[config.mk]
export PLATFORM = sky130hd
export DESIGN_NAME = flash_cfg_arbiter_flat
export DESIGN_NICKNAME = d
export VERILOG_FILES = /design/src/rtl/flash_cfg_arbiter_if.sv /design/src/rtl/flash_cfg_arbiter.sv /design/src/flat_wrapper.sv
export SDC_FILE = /design/constraint.sdc
export NUM_CORES = 1
export LEC_CHECK = 0
export CAP_MARGIN = 30
export CELL_PAD_IN_SITES_DETAIL_PLACEMENT = 1
export CELL_PAD_IN_SITES_GLOBAL_PLACEMENT = 1
export CORE_UTILIZATION = 31
export DETAILED_ROUTE_END_ITERATION = 7
export GPL_ROUTABILITY_DRIVEN = 1
export PLACE_DENSITY_LB_ADDON = 0.05
export SYNTH_ARGS = -nofsm -noshare
export SYNTH_HDL_FRONTEND = slang
export SYNTH_SLANG_ARGS = --single-unit
[constraint.sdc]
create_clock -name clock_tlx -period 3.2 [get_ports clock_tlx]
set_input_delay 0.64 -clock clock_tlx [delete_from_list [all_inputs] [get_ports clock_tlx]]
set_output_delay 0.64 -clock clock_tlx [all_outputs]
set_load 0.02 [all_outputs]
[src/rtl/flash_cfg_arbiter_if.sv]
// Requester-side and flash-side config bus bundle for flash_cfg_arbiter.
// The arbiter connects through the slave modport; requesters and the flash
// model (or the surrounding wrapper) use the master modport.
interface flash_cfg_arbiter_if #(
  parameter int NUM_REQ = 2
);
  // requester side
  logic [2*NUM_REQ-1:0]  req_devsel;
  logic [14*NUM_REQ-1:0] req_addr;
  logic [NUM_REQ-1:0]    req_wren;
  logic [NUM_REQ-1:0]    req_rden;
  logic [32*NUM_REQ-1:0] req_wdata;
  logic [NUM_REQ-1:0]    req_expand_enable;
  logic [NUM_REQ-1:0]    req_expand_dir;
  logic [NUM_REQ-1:0]    req_done;
  logic [31:0]           req_rdata;
  logic [1:0]            req_bresp;
  logic [1:0]            req_rresp;

  // flash side
  logic [1:0]            cfg_flsh_devsel;
  logic [13:0]           cfg_flsh_addr;
  logic                  cfg_flsh_wren;
  logic [31:0]           cfg_flsh_wdata;
  logic                  cfg_flsh_rden;
  logic                  cfg_flsh_expand_enable;
  logic                  cfg_flsh_expand_dir;
  logic                  flsh_cfg_done;
  logic [31:0]           flsh_cfg_rdata;
  logic [1:0]            flsh_cfg_bresp;
  logic [1:0]            flsh_cfg_rresp;

  modport slave (
    input  req_devsel, req_addr, req_wren, req_rden, req_wdata,
           req_expand_enable, req_expand_dir,
           flsh_cfg_done, flsh_cfg_rdata, flsh_cfg_bresp, flsh_cfg_rresp,
    output req_done, req_rdata, req_bresp, req_rresp,
           cfg_flsh_devsel, cfg_flsh_addr, cfg_flsh_wren, cfg_flsh_wdata,
           cfg_flsh_rden, cfg_flsh_expand_enable, cfg_flsh_expand_dir
  );

  modport master (
    output req_devsel, req_addr, req_wren, req_rden, req_wdata,
           req_expand_enable, req_expand_dir,
           flsh_cfg_done, flsh_cfg_rdata, flsh_cfg_bresp, flsh_cfg_rresp,
    input  req_done, req_rdata, req_bresp, req_rresp,
           cfg_flsh_devsel, cfg_flsh_addr, cfg_flsh_wren, cfg_flsh_wdata,
           cfg_flsh_rden, cfg_flsh_expand_enable, cfg_flsh_expand_dir
  );
endinterface

[src/rtl/flash_cfg_arbiter.sv]
// Round-robin arbiter sharing the single flash config port between NUM_REQ
// requesters, one operation in flight, with a watchdog that aborts an
// operation whose done never comes back.
//
// state | meaning
// IDLE  | waiting; grants the first active requester from the RR pointer
// BUSY  | flash op driven from latched fields, watchdog timer running
// DONE  | one-cycle req_done pulse with captured (or timeout) response
// ERR   | one-cycle req_done pulse for a request with both wren and rden
module flash_cfg_arbiter #(
  parameter int NUM_REQ     = 2,
  parameter int TIMEOUT_CYC = 4096
) (
  input  logic              clock_tlx,
  input  logic              reset,
  flash_cfg_arbiter_if.slave bus,
  input  logic              clr_err,
  output logic              arb_busy,
  output logic [1:0]        arb_grant_id,
  output logic              err_timeout,
  output logic              err_illegal
);
  localparam int TW = $clog2(TIMEOUT_CYC + 1);
  localparam logic [TW-1:0] TMO_LAST = TW'(TIMEOUT_CYC - 1);

  typedef enum logic [1:0] {ST_IDLE, ST_BUSY, ST_DONE, ST_ERR} state_t;

  state_t              state_q;
  logic [1:0]          ptr_q;
  logic [1:0]          gnt_q;
  logic [TW-1:0]       timer_q;
  logic [1:0]          devsel_q;
  logic [13:0]         addr_q;
  logic [31:0]         wdata_q;
  logic                cfg_wren_q;
  logic                cfg_rden_q;
  logic                exp_en_q;
  logic                exp_dir_q;
  logic [NUM_REQ-1:0]  done_q;
  logic [31:0]         rdata_q;
  logic [1:0]          bresp_q;
  logic [1:0]          rresp_q;
  logic                err_timeout_q;
  logic                err_illegal_q;

  logic [3:0]          act4;
  logic [2:0]          cand;
  logic                pick_vld;
  logic [1:0]          pick_idx;
  logic [1:0]          ptr_d;
  logic [1:0]          pick_devsel;
  logic [13:0]         pick_addr;
  logic [31:0]         pick_wdata;
  logic                pick_wren;
  logic                pick_rden;
  logic                pick_ee;
  logic                pick_ed;
  logic [NUM_REQ-1:0]  pick_onehot;
  logic [NUM_REQ-1:0]  gnt_onehot;
  logic                timeout_hit;
  logic                illegal_set;

  // Round-robin scan: first active requester at or after the pointer, wrapping.
  always_comb begin
    act4     = 4'b0000;
    cand     = 3'd0;
    pick_vld = 1'b0;
    pick_idx = 2'd0;
    for (int k = 0; k < NUM_REQ; k++) begin
      act4[k] = bus.req_wren[k] | bus.req_rden[k];
    end
    for (int k = 0; k < NUM_REQ; k++) begin
      cand = {1'b0, ptr_q} + 3'(k);
      if (cand >= 3'(NUM_REQ)) cand = cand - 3'(NUM_REQ);
      if (!pick_vld && act4[cand[1:0]]) begin
        pick_vld = 1'b1;
        pick_idx = cand[1:0];
      end
    end
    ptr_d = (pick_idx == 2'(NUM_REQ - 1)) ? 2'd0 : pick_idx + 2'd1;
  end

  // Field mux for the picked requester plus one-hot forms of pick and grant.
  always_comb begin
    pick_devsel = 2'd0;
    pick_addr   = 14'd0;
    pick_wdata  = 32'd0;
    pick_wren   = 1'b0;
    pick_rden   = 1'b0;
    pick_ee     = 1'b0;
    pick_ed     = 1'b0;
    pick_onehot = '0;
    gnt_onehot  = '0;
    for (int k = 0; k < NUM_REQ; k++) begin
      gnt_onehot[k]  = (gnt_q == 2'(k));
      pick_onehot[k] = (pick_idx == 2'(k));
      if (pick_idx == 2'(k)) begin
        pick_devsel = bus.req_devsel[2*k +: 2];
        pick_addr   = bus.req_addr[14*k +: 14];
        pick_wdata  = bus.req_wdata[32*k +: 32];
        pick_wren   = bus.req_wren[k];
        pick_rden   = bus.req_rden[k];
        pick_ee     = bus.req_expand_enable[k];
        pick_ed     = bus.req_expand_dir[k];
      end
    end
  end

  // Sticky-flag set conditions; a real done on the last timer cycle wins.
  always_comb begin
    timeout_hit = (state_q == ST_BUSY) && !bus.flsh_cfg_done && (timer_q == TMO_LAST);
    illegal_set = (state_q == ST_ERR);
  end

  // Arbitration FSM with registered bus outputs and sticky error flags.
  always_ff @(posedge clock_tlx) begin
    if (reset) begin
      state_q       <= ST_IDLE;
      ptr_q         <= 2'd0;
      gnt_q         <= 2'd0;
      timer_q       <= '0;
      devsel_q      <= 2'd0;
      addr_q        <= 14'd0;
      wdata_q       <= 32'd0;
      cfg_wren_q    <= 1'b0;
      cfg_rden_q    <= 1'b0;
      exp_en_q      <= 1'b0;
      exp_dir_q     <= 1'b0;
      done_q        <= '0;
      rdata_q       <= 32'd0;
      bresp_q       <= 2'd0;
      rresp_q       <= 2'd0;
      err_timeout_q <= 1'b0;
      err_illegal_q <= 1'b0;
    end else begin
      done_q <= '0;

      if (timeout_hit)  err_timeout_q <= 1'b1;
      else if (clr_err) err_timeout_q <= 1'b0;
      if (illegal_set)  err_illegal_q <= 1'b1;
      else if (clr_err) err_illegal_q <= 1'b0;

      case (state_q)
        ST_IDLE: begin
          if (pick_vld) begin
            gnt_q     <= pick_idx;
            ptr_q     <= ptr_d;
            devsel_q  <= pick_devsel;
            addr_q    <= pick_addr;
            wdata_q   <= pick_wdata;
            exp_en_q  <= pick_ee;
            exp_dir_q <= pick_ed;
            timer_q   <= '0;
            if (pick_wren && pick_rden) begin
              state_q <= ST_ERR;
              done_q  <= pick_onehot;
              rdata_q <= 32'd0;
              bresp_q <= 2'b10;
              rresp_q <= 2'b10;
            end else begin
              state_q    <= ST_BUSY;
              cfg_wren_q <= pick_wren;
              cfg_rden_q <= pick_rden;
            end
          end
        end
        ST_BUSY: begin
          if (bus.flsh_cfg_done) begin
            state_q    <= ST_DONE;
            done_q     <= gnt_onehot;
            rdata_q    <= bus.flsh_cfg_rdata;
            bresp_q    <= bus.flsh_cfg_bresp;
            rresp_q    <= bus.flsh_cfg_rresp;
            cfg_wren_q <= 1'b0;
            cfg_rden_q <= 1'b0;
          end else if (timer_q == TMO_LAST) begin
            state_q    <= ST_DONE;
            done_q     <= gnt_onehot;
            rdata_q    <= 32'hFFFF_FFFF;
            bresp_q    <= 2'b10;
            rresp_q    <= 2'b10;
            cfg_wren_q <= 1'b0;
            cfg_rden_q <= 1'b0;
          end else begin
            timer_q <= timer_q + TW'(1);
          end
        end
        ST_DONE: begin
          state_q <= ST_IDLE;
          timer_q <= '0;
        end
        ST_ERR: begin
          state_q <= ST_IDLE;
        end
        default: state_q <= ST_IDLE;
      endcase
    end
  end

  assign bus.req_done               = done_q;
  assign bus.req_rdata              = rdata_q;
  assign bus.req_bresp              = bresp_q;
  assign bus.req_rresp              = rresp_q;
  assign bus.cfg_flsh_devsel        = devsel_q;
  assign bus.cfg_flsh_addr          = addr_q;
  assign bus.cfg_flsh_wren          = cfg_wren_q;
  assign bus.cfg_flsh_wdata         = wdata_q;
  assign bus.cfg_flsh_rden          = cfg_rden_q;
  assign bus.cfg_flsh_expand_enable = exp_en_q;
  assign bus.cfg_flsh_expand_dir    = exp_dir_q;

  assign arb_busy     = (state_q != ST_IDLE);
  assign arb_grant_id = gnt_q;
  assign err_timeout  = err_timeout_q;
  assign err_illegal  = err_illegal_q;
endmodule
[src/flat_wrapper.sv]
// flat-port wrapper written by rule: the top's interface ports become plain ports
module flash_cfg_arbiter_flat 
#(
  parameter int NUM_REQ     = 2,
  parameter int TIMEOUT_CYC = 4096
)
  (clock_tlx, reset, clr_err, arb_busy, arb_grant_id, err_timeout, err_illegal, bus_req_devsel, bus_req_addr, bus_req_wren, bus_req_rden, bus_req_wdata, bus_req_expand_enable, bus_req_expand_dir, bus_flsh_cfg_done, bus_flsh_cfg_rdata, bus_flsh_cfg_bresp, bus_flsh_cfg_rresp, bus_req_done, bus_req_rdata, bus_req_bresp, bus_req_rresp, bus_cfg_flsh_devsel, bus_cfg_flsh_addr, bus_cfg_flsh_wren, bus_cfg_flsh_wdata, bus_cfg_flsh_rden, bus_cfg_flsh_expand_enable, bus_cfg_flsh_expand_dir);
  flash_cfg_arbiter_if #(.NUM_REQ(NUM_REQ)) bus_i ();
  input  logic clock_tlx;
  input  logic reset;
  input  logic clr_err;
  output logic arb_busy;
  output logic [1:0] arb_grant_id;
  output logic err_timeout;
  output logic err_illegal;
  input wire logic [$bits(bus_i.req_devsel)-1:0] bus_req_devsel;
  input wire logic [$bits(bus_i.req_addr)-1:0] bus_req_addr;
  input wire logic [$bits(bus_i.req_wren)-1:0] bus_req_wren;
  input wire logic [$bits(bus_i.req_rden)-1:0] bus_req_rden;
  input wire logic [$bits(bus_i.req_wdata)-1:0] bus_req_wdata;
  input wire logic [$bits(bus_i.req_expand_enable)-1:0] bus_req_expand_enable;
  input wire logic [$bits(bus_i.req_expand_dir)-1:0] bus_req_expand_dir;
  input wire logic [$bits(bus_i.flsh_cfg_done)-1:0] bus_flsh_cfg_done;
  input wire logic [$bits(bus_i.flsh_cfg_rdata)-1:0] bus_flsh_cfg_rdata;
  input wire logic [$bits(bus_i.flsh_cfg_bresp)-1:0] bus_flsh_cfg_bresp;
  input wire logic [$bits(bus_i.flsh_cfg_rresp)-1:0] bus_flsh_cfg_rresp;
  output wire logic [$bits(bus_i.req_done)-1:0] bus_req_done;
  output wire logic [$bits(bus_i.req_rdata)-1:0] bus_req_rdata;
  output wire logic [$bits(bus_i.req_bresp)-1:0] bus_req_bresp;
  output wire logic [$bits(bus_i.req_rresp)-1:0] bus_req_rresp;
  output wire logic [$bits(bus_i.cfg_flsh_devsel)-1:0] bus_cfg_flsh_devsel;
  output wire logic [$bits(bus_i.cfg_flsh_addr)-1:0] bus_cfg_flsh_addr;
  output wire logic [$bits(bus_i.cfg_flsh_wren)-1:0] bus_cfg_flsh_wren;
  output wire logic [$bits(bus_i.cfg_flsh_wdata)-1:0] bus_cfg_flsh_wdata;
  output wire logic [$bits(bus_i.cfg_flsh_rden)-1:0] bus_cfg_flsh_rden;
  output wire logic [$bits(bus_i.cfg_flsh_expand_enable)-1:0] bus_cfg_flsh_expand_enable;
  output wire logic [$bits(bus_i.cfg_flsh_expand_dir)-1:0] bus_cfg_flsh_expand_dir;
  assign bus_i.req_devsel = bus_req_devsel;
  assign bus_i.req_addr = bus_req_addr;
  assign bus_i.req_wren = bus_req_wren;
  assign bus_i.req_rden = bus_req_rden;
  assign bus_i.req_wdata = bus_req_wdata;
  assign bus_i.req_expand_enable = bus_req_expand_enable;
  assign bus_i.req_expand_dir = bus_req_expand_dir;
  assign bus_i.flsh_cfg_done = bus_flsh_cfg_done;
  assign bus_i.flsh_cfg_rdata = bus_flsh_cfg_rdata;
  assign bus_i.flsh_cfg_bresp = bus_flsh_cfg_bresp;
  assign bus_i.flsh_cfg_rresp = bus_flsh_cfg_rresp;
  assign bus_req_done = bus_i.req_done;
  assign bus_req_rdata = bus_i.req_rdata;
  assign bus_req_bresp = bus_i.req_bresp;
  assign bus_req_rresp = bus_i.req_rresp;
  assign bus_cfg_flsh_devsel = bus_i.cfg_flsh_devsel;
  assign bus_cfg_flsh_addr = bus_i.cfg_flsh_addr;
  assign bus_cfg_flsh_wren = bus_i.cfg_flsh_wren;
  assign bus_cfg_flsh_wdata = bus_i.cfg_flsh_wdata;
  assign bus_cfg_flsh_rden = bus_i.cfg_flsh_rden;
  assign bus_cfg_flsh_expand_enable = bus_i.cfg_flsh_expand_enable;
  assign bus_cfg_flsh_expand_dir = bus_i.cfg_flsh_expand_dir;
  flash_cfg_arbiter #(.NUM_REQ(NUM_REQ), .TIMEOUT_CYC(TIMEOUT_CYC)) u_core (.clock_tlx(clock_tlx), .reset(reset), .bus(bus_i), .clr_err(clr_err), .arb_busy(arb_busy), .arb_grant_id(arb_grant_id), .err_timeout(err_timeout), .err_illegal(err_illegal));
endmodule
run_1/final_placement.png
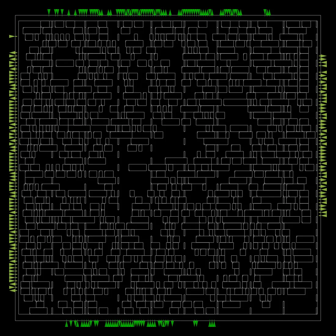
sequential fraction of total cell area: 28.8%
post-route insts no fill: 980

run_1/met2.png
Cells faint in the background.
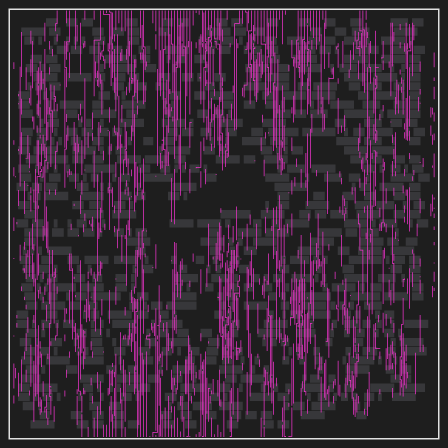
The longest straight run is 55.0 um. 804 nets have wire on it.
via count: 4876
wire length reported by the detailed router: 16500 um

==> Changelog: implementation, run 1 <==
### Metrics

* Result of the run: completed
* Core region area at 15300 um2
* Clock Sinks at 111
* Full die area at 16200 um2
* Wire length of the first global-routing pass at about 27000 um
* CTS tree: yes
* Routed wirelength normalized by instance count at 16.8 um
* Max transition margin at 46.3%
* Number of different library cells in the post-synthesis netlist at between 40 and 50
* Final Cycle Share at 75.9%
* Cell type group with the largest total delay on the critical path: flip-flops
* Number of DRC violations after detailed-routing iteration 0 at roughly 180
* Critical-path top delay cell: sky130_fd_sc_hd__dfxtp_1
* Detail Route Antenna Nets at 0
* Leading cell type in the layout, fill and taps excluded: sky130_fd_sc_hd__clkdlybuf4s50_1
* Critical Path Start Type: register
* Synthesis area per yosys at 4880 um2
* Count of library flops with an enable pin at 0
* Antenna diode instance count at 0
* Chip Width at 127 um
* CTS root buffer: sky130_fd_sc_hd__clkbuf_16
* Worst setup path startpoint: u_core.state_q[1]$_SDFFE_PP0P_
* CTS Buf Count at 9
* Latest clock arrival within the worst-skew pair at 0.36 ns
* Area of the mapped netlist at 4880 um2
* Number of cells produced by synthesis at between 500 and 600
* Yosys cell count at 549
* Count of buffer and inverter cells on the critical path at 1
* Dominant register cell: sky130_fd_sc_hd__dfxtp_1
* Hold_buf cts at 0
* Setup Fix Bufs, Post-CTS at 0
* Setup TNS at 0 ns
* Vias in the first global route at 5231
* Type of the setup path with the least slack: register to output pin
* Average footprint of a synthesized cell at 8.89 um2
* Biggest fanout along the worst timing path at 13
* CTS clock-pin slew for the worst setup and hold paths at 0.07 ns
* GRT Residual Overflow at 0
* Power per unit of standard cell area at approximately 510 nW/um2
* Row cnt at 45
* Cell count after placement at ~960
* Routability congestion estimate from global placement at 0.812
* Remaining DRCs at 0
* Sum of net half-perimeters after detailed placement at between 10000 and 15000 um
* Register area share after synthesis at 45.5%
* Net total in the final layout at 909
* Number of setup violations in the final report at 0
* Die outline height at 127 um
* Dominant logic cell types in the final layout: sky130_fd_sc_hd__clkdlybuf4s50_1 (237), sky130_fd_sc_hd__dfxtp_1 (111), sky130_fd_sc_hd__nand2_1 (109)
* Leakage power total at 2.80 nW
* Maximum clock frequency at 0.412 GHz
* Initial cell density of the core at a little under a third
* Number of cells upsized or downsized after cts at 0
* Max-cap check violation count at 0
* Layout cells sized above 1 at a little under a tenth
* List of cells traversed by the critical path: or2_2, clkdlybuf4s50_1
* Number of synthesis warnings at 0
* Final-layout worst hold slack at 0.462 ns
* Initial antenna violation count at 1
* GR Util All Layers at a little over a fifth
* DR vias/cell at 4.98
* Met3 demand-to-capacity share in global routing at 8.67%
* Asr flop ratio synth at 0%
* Transition time of the tightest slew-check pin at approximately 0.8 ns
* Net count after synthesis at 694
* Deepest clock path buffer count at 2
* Final hold violation count at 0
* Worst R2R Start: u_core.timer_q[0]$_SDFFE_PP0P_
* Worst EP arrival at between 1.5 and 2 ns
* Met2 Usage GRT at 35.5%
* Grt met1 use at 22.6%
* Launch instance of the worst min-delay path: u_core.bus.req_rdata[28]$_SDFFE_PP0P_
* Dpl cell area at 7420 um2
* Top Usage Layer GRT: met2
* Post-route cell area at 7720 um2
* Critical Path Max Stage Delay at 0.63 ns
* Required time of the critical path at 2.56 ns
* Detailed Routing Iterations Pass 1 at 4
* Layout Skew at 0.00637 ns
* Total power at 3.93 mW
* Ports at 239
* Maximum ir drop on the vdd rail at 323 uV
* Maximum number of pins on one net before global-route repair at 80
* Area overhead of the layout relative to synthesis at 58.2%
* Period minus WS final at 2.43 ns
* Number of warning messages in the logs at 26
* Final Max-Slew Violation Tally at 0
* Critical Path End Type: output pin
* Post-synthesis register bit count at 111
* Worst min path class: register to register
* Buffers on Ports at 238
* Setup repair after global routing missed its margin: no
* H-tree levels at 3
run_1/density.png
The die is cut into 13 by 13 equal tiles; white is low, dark blue is high, 0 to 100% covered.
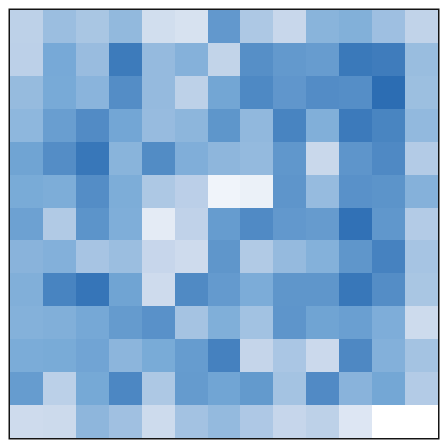
0.60% of the tiles are over 75% full. 1.2% of the tiles are nearly empty. The fullest tile reaches 76%.

run_1/registers.png
Other sequential cells in the stronger grey, the rest of the logic in the fainter grey.
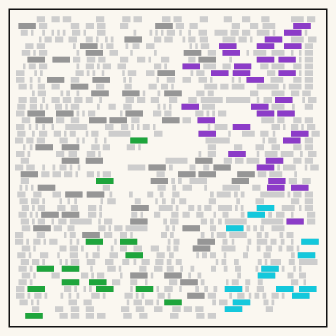
Key: cyan = `u_core.timer_q` [placed flops 13, where south-east]; purple = `u_core.bus.req_rdata` [placed flops 32]; green = `u_core.bus.cfg_flsh_addr` [placed flops 14]
Another 52 sequential cells are not coloured.

==> run 1: final timing paths <==
| path | to | cells past startpoint | slack (ns) |
|---|---|---|---|
| worst max-delay path | arb_busy | 2 | 0.77 |
| worst min-delay path | u_core.bus.req_rdata[28]$_SDFFE_PP0P_ | 1 | 0.46 |
| worst max register to register | u_core.timer_q[11]$_SDFFE_PP0P_ | 6 | 0.91 |
| worst min register to register | u_core.bus.req_rdata[28]$_SDFFE_PP0P_ | 1 | 0.46 |
==> run 1: area by class of cell <==
cell class,count,area (um2)
inverters,8,30.0
clock inverters,7,47.5
repair buffers,248,2500
flip-flops and latches,111,2220
multi-input cells,386,2430
well taps,211,264
fillers,1724,7540
clock buffers,9,225
==> run 1: metal layers <==
layer | wire [um] | up-vias
met1 | 6540 | 2291
met2 | 7850 | 173
met4 | 586 | 2
met3 | 1460 | 38
li1 | - | 2372
met5 | 13 | -
==> run 1: cells by family (layout without fill, tap and decap cells) <==
kind of cell             count (synthesis)  after routing  synth area share, %
multiplexers                             1              1                0.205
XOR/XNOR                                 8              8                 1.44
AND-OR/OR-AND                          130            130                 26.3
flip-flops                             111            111                 45.5
AND/OR/NAND/NOR                        246            246                 20.8
adder cells (fa/ha/maj)                  1              1                0.256
buffers and inverters                   52            272                 5.38
==> run 1: cell usage after synthesis (all sizes together), types with 2 or more instances <==
cell type	number	area, um2
inv	7	26.3
nor3b	4	30.0
a31o	3	26.3
a311oi	51	447
o21ai	6	30.0
o2bb2ai	34	523
a21oi	18	90.1
buf	14	120
nor2b	2	12.5
xnor2	8	70.1
or2	3	18.8
o41ai	2	32.5
a22oi	2	15.0
nand3	11	55.1
dfxtp	111	2220
nor3	8	40.0
a211oi	5	42.5
nand2	109	409
nand2b	2	12.5
nor4	2	12.5
nand4	4	40.0
nor2	98	368
clkbuf	30	113
==> run 1: flip-flops by register name (all words and copies together) (netlist names) <==
signal	count
u_core.arb_grant_id	2
u_core.bus.cfg_flsh_addr	14
u_core.bus.cfg_flsh_devsel	2
u_core.bus.cfg_flsh_expand_dir	1
u_core.bus.cfg_flsh_expand_enable	1
u_core.bus.cfg_flsh_rden	1
u_core.bus.cfg_flsh_wdata	32
u_core.bus.cfg_flsh_wren	1
u_core.bus.req_bresp	2
u_core.bus.req_done	2
u_core.bus.req_rdata	32
u_core.bus.req_rresp	2
u_core.err_illegal	1
u_core.err_timeout	1
u_core.ptr_q	2
u_core.state_q	2
u_core.timer_q	13
==> run 1: power by group <==
part           internal [mW]  switching (mW)
clock                  0.529           0.532
sequential              1.53           0.102
combinational          0.590           0.642
total                   2.65            1.28
==> run 1: metrics by stage <==
step | util [%] | setup slack, ns
after detailed placement | 48.7 | 0.348
final | 50.6 | 0.771
after global placement | 48.7 | 0.450
after floorplan | - | 1.22
after CTS | 50.4 | 0.658
after global routing | 50.6 | 0.661
==> inputs of run 2 (changes only) <==
--- a/config.mk
+++ b/config.mk
@@ -8,7 +8,7 @@
 export CAP_MARGIN = 30
 export CELL_PAD_IN_SITES_DETAIL_PLACEMENT = 1
 export CELL_PAD_IN_SITES_GLOBAL_PLACEMENT = 1
-export CORE_UTILIZATION = 31
+export CORE_UTILIZATION = 26
 export DETAILED_ROUTE_END_ITERATION = 7
 export GPL_ROUTABILITY_DRIVEN = 1
 export PLACE_DENSITY_LB_ADDON = 0.05
==> constraint.sdc (replaced) <==
create_clock -name clock_tlx -period 2.1 [get_ports clock_tlx]
set_input_delay 0.42 -clock clock_tlx [delete_from_list [all_inputs] [get_ports clock_tlx]]
set_output_delay 0.42 -clock clock_tlx [all_outputs]
set_load 0.02 [all_outputs]
run_2/registers.png
Other sequential cells in the stronger grey, the rest of the logic in the fainter grey.
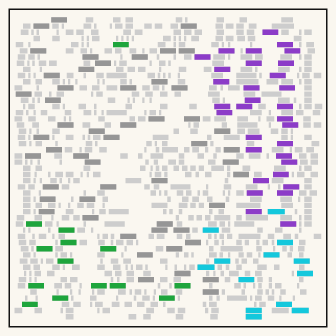
Key: purple = `u_core.bus.req_rdata` [placed flops 32]; green = `u_core.bus.cfg_flsh_addr` [placed flops 14, where south-west]; cyan = `u_core.timer_q` [placed flops 13, where south-east]
sequential fraction of total cell area: 27.4%
core utilization of the finished layout: 44.8%
Seq. cell area: 2230 um2
total sequential power: 2.48 mW

==> Changelog: implementation, run 2 <==
### Metrics

* Multiplexer share of the synthesized area at 0.205% (unchanged)
* Synthesis area per yosys at 4880 um2 (unchanged)
* Biggest fanout along the worst timing path at 6 (-7)
* Detailed Routing Iterations Pass 1 at 8 (+4)
* GR Util All Layers at 17.7% (-3.1 points)
* Power per unit of standard cell area at 775 nW/um2 (+52%)
* Critical Path End Type: output pin
* Post-route cell area at 8120 um2 (+5.3%)
* Number of warning messages in the logs at 26 (unchanged)
* Routed wirelength normalized by instance count at 16.9 um (+0.58%)
* Register area share after synthesis at 45.5% (unchanged)
* Critical-path top delay cell: sky130_fd_sc_hd__clkdlybuf4s50_1
* Latest clock arrival within the worst-skew pair at 0.36 ns (about the same)
* Arithmetic-cell share of the synthesized area counting full adders, half adders and majority gates at 0.256% (unchanged)
* Dpl cell area at 7750 um2 (+4.4%)
* Cell area leaders: sky130_fd_sc_hd__dfxtp_1 (46%), sky130_fd_sc_hd__a311oi_1 (9.2%), sky130_fd_sc_hd__nand2_1 (8.4%)
* Chip Width at 139 um (+9.0%)
* List of cells traversed by the critical path: or2_2, clkdlybuf4s50_1
* Die outline height at 139 um (+9.0%)
* Number of setup violations in the final report at 0 (unchanged)
* Worst EP arrival at 1.60 ns (-0.19 ns)
* Violations in the final reports: DRC
* Hold_buf cts at 0 (unchanged)
* CTS clock-pin slew for the worst setup and hold paths at 0.07 ns (about the same)
* Cell type group with the largest total delay on the critical path: buffers and inverters
* Post-synthesis share of cell area spent on and, or, nand and nor gates at 20.8% (unchanged)
* Period minus WS final at 2.02 ns
* Worst min path class: register to register
* Asr flop ratio synth at 0% (unchanged)
* Gate Area at 2450 um2 (+1.1%)
* Result of the run: complete, but fails checks
* Full die area at 19300 um2 (+19%)
* Transition time of the tightest slew-check pin at 0.591 ns (-0.206 ns)
* Most numerous cell in the Yosys netlist: sky130_fd_sc_hd__dfxtp_1
* Layout cells sized above 1 at 13.4% (+4.3 points)
* Max transition margin at 60.6% (+14 points)
* Total power at 6.30 mW (+60%)
* Max-cap check violation count at 0 (unchanged)
* Deepest clock path buffer count at 2 (unchanged)
* Ranking of synthesized cells by instance count: sky130_fd_sc_hd__dfxtp_1 (111), sky130_fd_sc_hd__nand2_1 (109), sky130_fd_sc_hd__nor2_1 (98), sky130_fd_sc_hd__a311oi_1 (51), sky130_fd_sc_hd__clkbuf_1 (30)
* Required time of the critical path at 1.68 ns (-0.88 ns)
* Critical Path Start Type: register
* Largest area contributor in the netlist: sky130_fd_sc_hd__dfxtp_1
* CTS Buf Count at 9 (unchanged)
* Yosys cell count at 549 (unchanged)
* Wire length reported by the detailed router at 17500 um (+6.2%)
* Critical Path Max Stage Delay at 0.56 ns (-0.07 ns)
* Setup repair after global routing missed its margin: no
* Area fraction in compound gates at 26.3% (unchanged)
* Maximum number of pins on one net before global-route repair at 55 (-31%)
* Final hold violation count at 0 (unchanged)
* Top-area cell type share of the netlist area at 45.5% (unchanged)
* Remaining DRCs at 24 (+24)
* Area of the mapped netlist at 4880 um2 (unchanged)
* Average footprint of a synthesized cell at 8.89 um2 (unchanged)
* Final Max-Slew Violation Tally at 0 (unchanged)
* Number of fill cells in the layout at 2041 (+18%)
* Maximum ir drop on the vdd rail at 367 uV (+14%)
* Layout Skew at 0.0117 ns (+0.00534 ns)
* Leakage power total at 3.03 nW (+8.2%)
* Wire length of the first global-routing pass at 27300 um (+2.8%)
* Number of synthesis warnings at 0 (unchanged)
* Synth logic family: AND-OR/OR-AND gates
* Ports at 239 (unchanged)
* GRT Residual Overflow at 0 (unchanged)
* Dominant logic cell types in the final layout: sky130_fd_sc_hd__clkdlybuf4s50_1 (237), sky130_fd_sc_hd__nand2_1 (109), sky130_fd_sc_hd__dfxtp_1 (108)
* Post-synthesis register bit count at 111 (unchanged)
* Area overhead of the layout relative to synthesis at 66.5%
* Count of library flops with an enable pin at 0 (unchanged)
* Sum of net half-perimeters after detailed placement at 12900 um (+8.3%)
* Type of the setup path with the least slack: register to output pin
* H-tree levels at 3 (unchanged)
* Detail Route Antenna Nets at 0 (unchanged)
* Initial antenna violation count at 2 (+1)
* Buffers on Ports at 238 (unchanged)
* Net count after synthesis at 694 (unchanged)
* Worst reg-to-reg setup slack at 0.17 ns (-0.74 ns)
* Vias in the first global route at 5282 (+0.97%)
* Routability congestion estimate from global placement at 0.744 (-8.4%)
* Setup Fix Bufs, Post-CTS at 0 (unchanged)
* Leading cell type in the layout, fill and taps excluded: sky130_fd_sc_hd__clkdlybuf4s50_1
* Via count at 4965 (+1.8%)
* Row cnt at 49 (+8.9%)
* Final Cycle Share at 96.1%
* Clock Sinks at 111 (unchanged)
* Number of different library cells in the post-synthesis netlist at 48 (unchanged)
* Number of DRC violations after detailed-routing iteration 0 at 143 (-20%)
* Setup TNS at 0 ns (unchanged)
* Count of buffer and inverter cells on the critical path at 1 (unchanged)
* Maximum clock frequency at 0.496 GHz
* Initial cell density of the core at 26.9% (-5.1 points)
* CTS tree: yes
* DR vias/cell at 4.80 (-3.6%)
* Net total in the final layout at 945 (+4.0%)
* Dominant register cell: sky130_fd_sc_hd__dfxtp_1
* Number of cells produced by synthesis at 549 (unchanged)
* XOR Share, Synth at 1.44% (unchanged)
* CTS root buffer: sky130_fd_sc_hd__clkbuf_16
run_2/final_placement.png
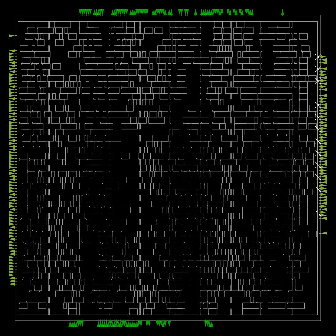
tap cell instance count: 229
core region area: 18100 um2
num sequential: 111
post-route insts no fill: 1035

-- run 2: cell counts after synthesis --
Identical to the previous run, type by type.
-- run 2: per-layer routing --
| metal | GRT usage [%] | vias to the layer above | part of all wire (%) |
|---|---|---|---|
| li1 | - | 2453 | - |
| met1 | 19.1 | 2343 | 40 |
| met2 | 31.6 | 151 | 49 |
| met3 | 6.39 | 18 | 8.7 |
| met4 | 6.73 | 0 | 1.8 |
| met5 | 0 | - | 0 |
-- run 2: cells by family after synthesis --
group                      Yosys count
muxes                                1
and+or+nand+nor                    246
adders and majority gates            1
AOI/OAI and AO/OA                  130
buffers and inverters               52
DFF                                111
xor gates and xnor gates             8
-- run 2: worst register-to-register path: stages (launching register included) --
cell	delay, ns
sky130_fd_sc_hd__dfxtp_1	0.35
sky130_fd_sc_hd__ha_1	0.18
sky130_fd_sc_hd__nand3_1	0.14
sky130_fd_sc_hd__buf_4	0.19
sky130_fd_sc_hd__o41ai_4	0.27
sky130_fd_sc_hd__a22o_1	0.28
sky130_fd_sc_hd__a21oi_4	0.09
sky130_fd_sc_hd__buf_4	0.20
sky130_fd_sc_hd__o2bb2ai_2	0.13
-- run 2: where the power goes --
| group | internal [mW] | total [mW] | switching (mW) |
|---|---|---|---|
| clock | 0.995 | 1.81 | 0.813 |
| combinational | 0.994 | 2.01 | 1.02 |
| sequential | 2.34 | 2.48 | 0.141 |
-- run 2: per-stage QoR --
| step | setup WS [ns] | util, % | cells | hold slack [ns] |
|---|---|---|---|---|
| 6_report | 0.0823 | 44.8 | 1035 | 0.470 |
| 5_1_grt | 0.0131 | 44.7 | 1034 | 0.479 |
| 4_1_cts | 0.0465 | 44.6 | 1033 | 0.473 |
| 3_5_place_dp | -0.186 | 42.7 | 1017 | 0.456 |
| 3_3_place_gp | -0.0846 | 42.7 | 1017 | 0.449 |
| 2_1_floorplan | 0.200 | - | 549 | 0.459 |
-- run 2: cell type report --
class / instances / share of cell area [%]
timing repair buffer: 284 / 34.7
multi-input combinational: 386 / 30.2
sequential: 111 / 27.4
tap: 229 / 3.53
clock buffer: 12 / 3.16
clock inverter: 4 / 0.662
inverter: 8 / 0.370
antenna: 1 / 0.0308
-- run 2: worst paths after layout --
check                                   startpoint                                     to  cells after the start
max                 u_core.state_q[1]$_SDFFE_PP0P_                               arb_busy                      2
min          u_core.bus.req_rdata[28]$_SDFFE_PP0P_  u_core.bus.req_rdata[28]$_SDFFE_PP0P_                      1
max reg2reg         u_core.timer_q[1]$_SDFFE_PP0P_   u_core.bus.req_rdata[7]$_SDFFE_PP0P_                      8
min reg2reg  u_core.bus.req_rdata[28]$_SDFFE_PP0P_  u_core.bus.req_rdata[28]$_SDFFE_PP0P_                      1
-- run 2: repair_timing --
item / CTS / global route
cloned: 0 / 1
pin swaps: 0 / 2
resized: 2 / 4
endpoints found under the setup margin: 5 / 36
Power is estimated from default activity; no workload was simulated.
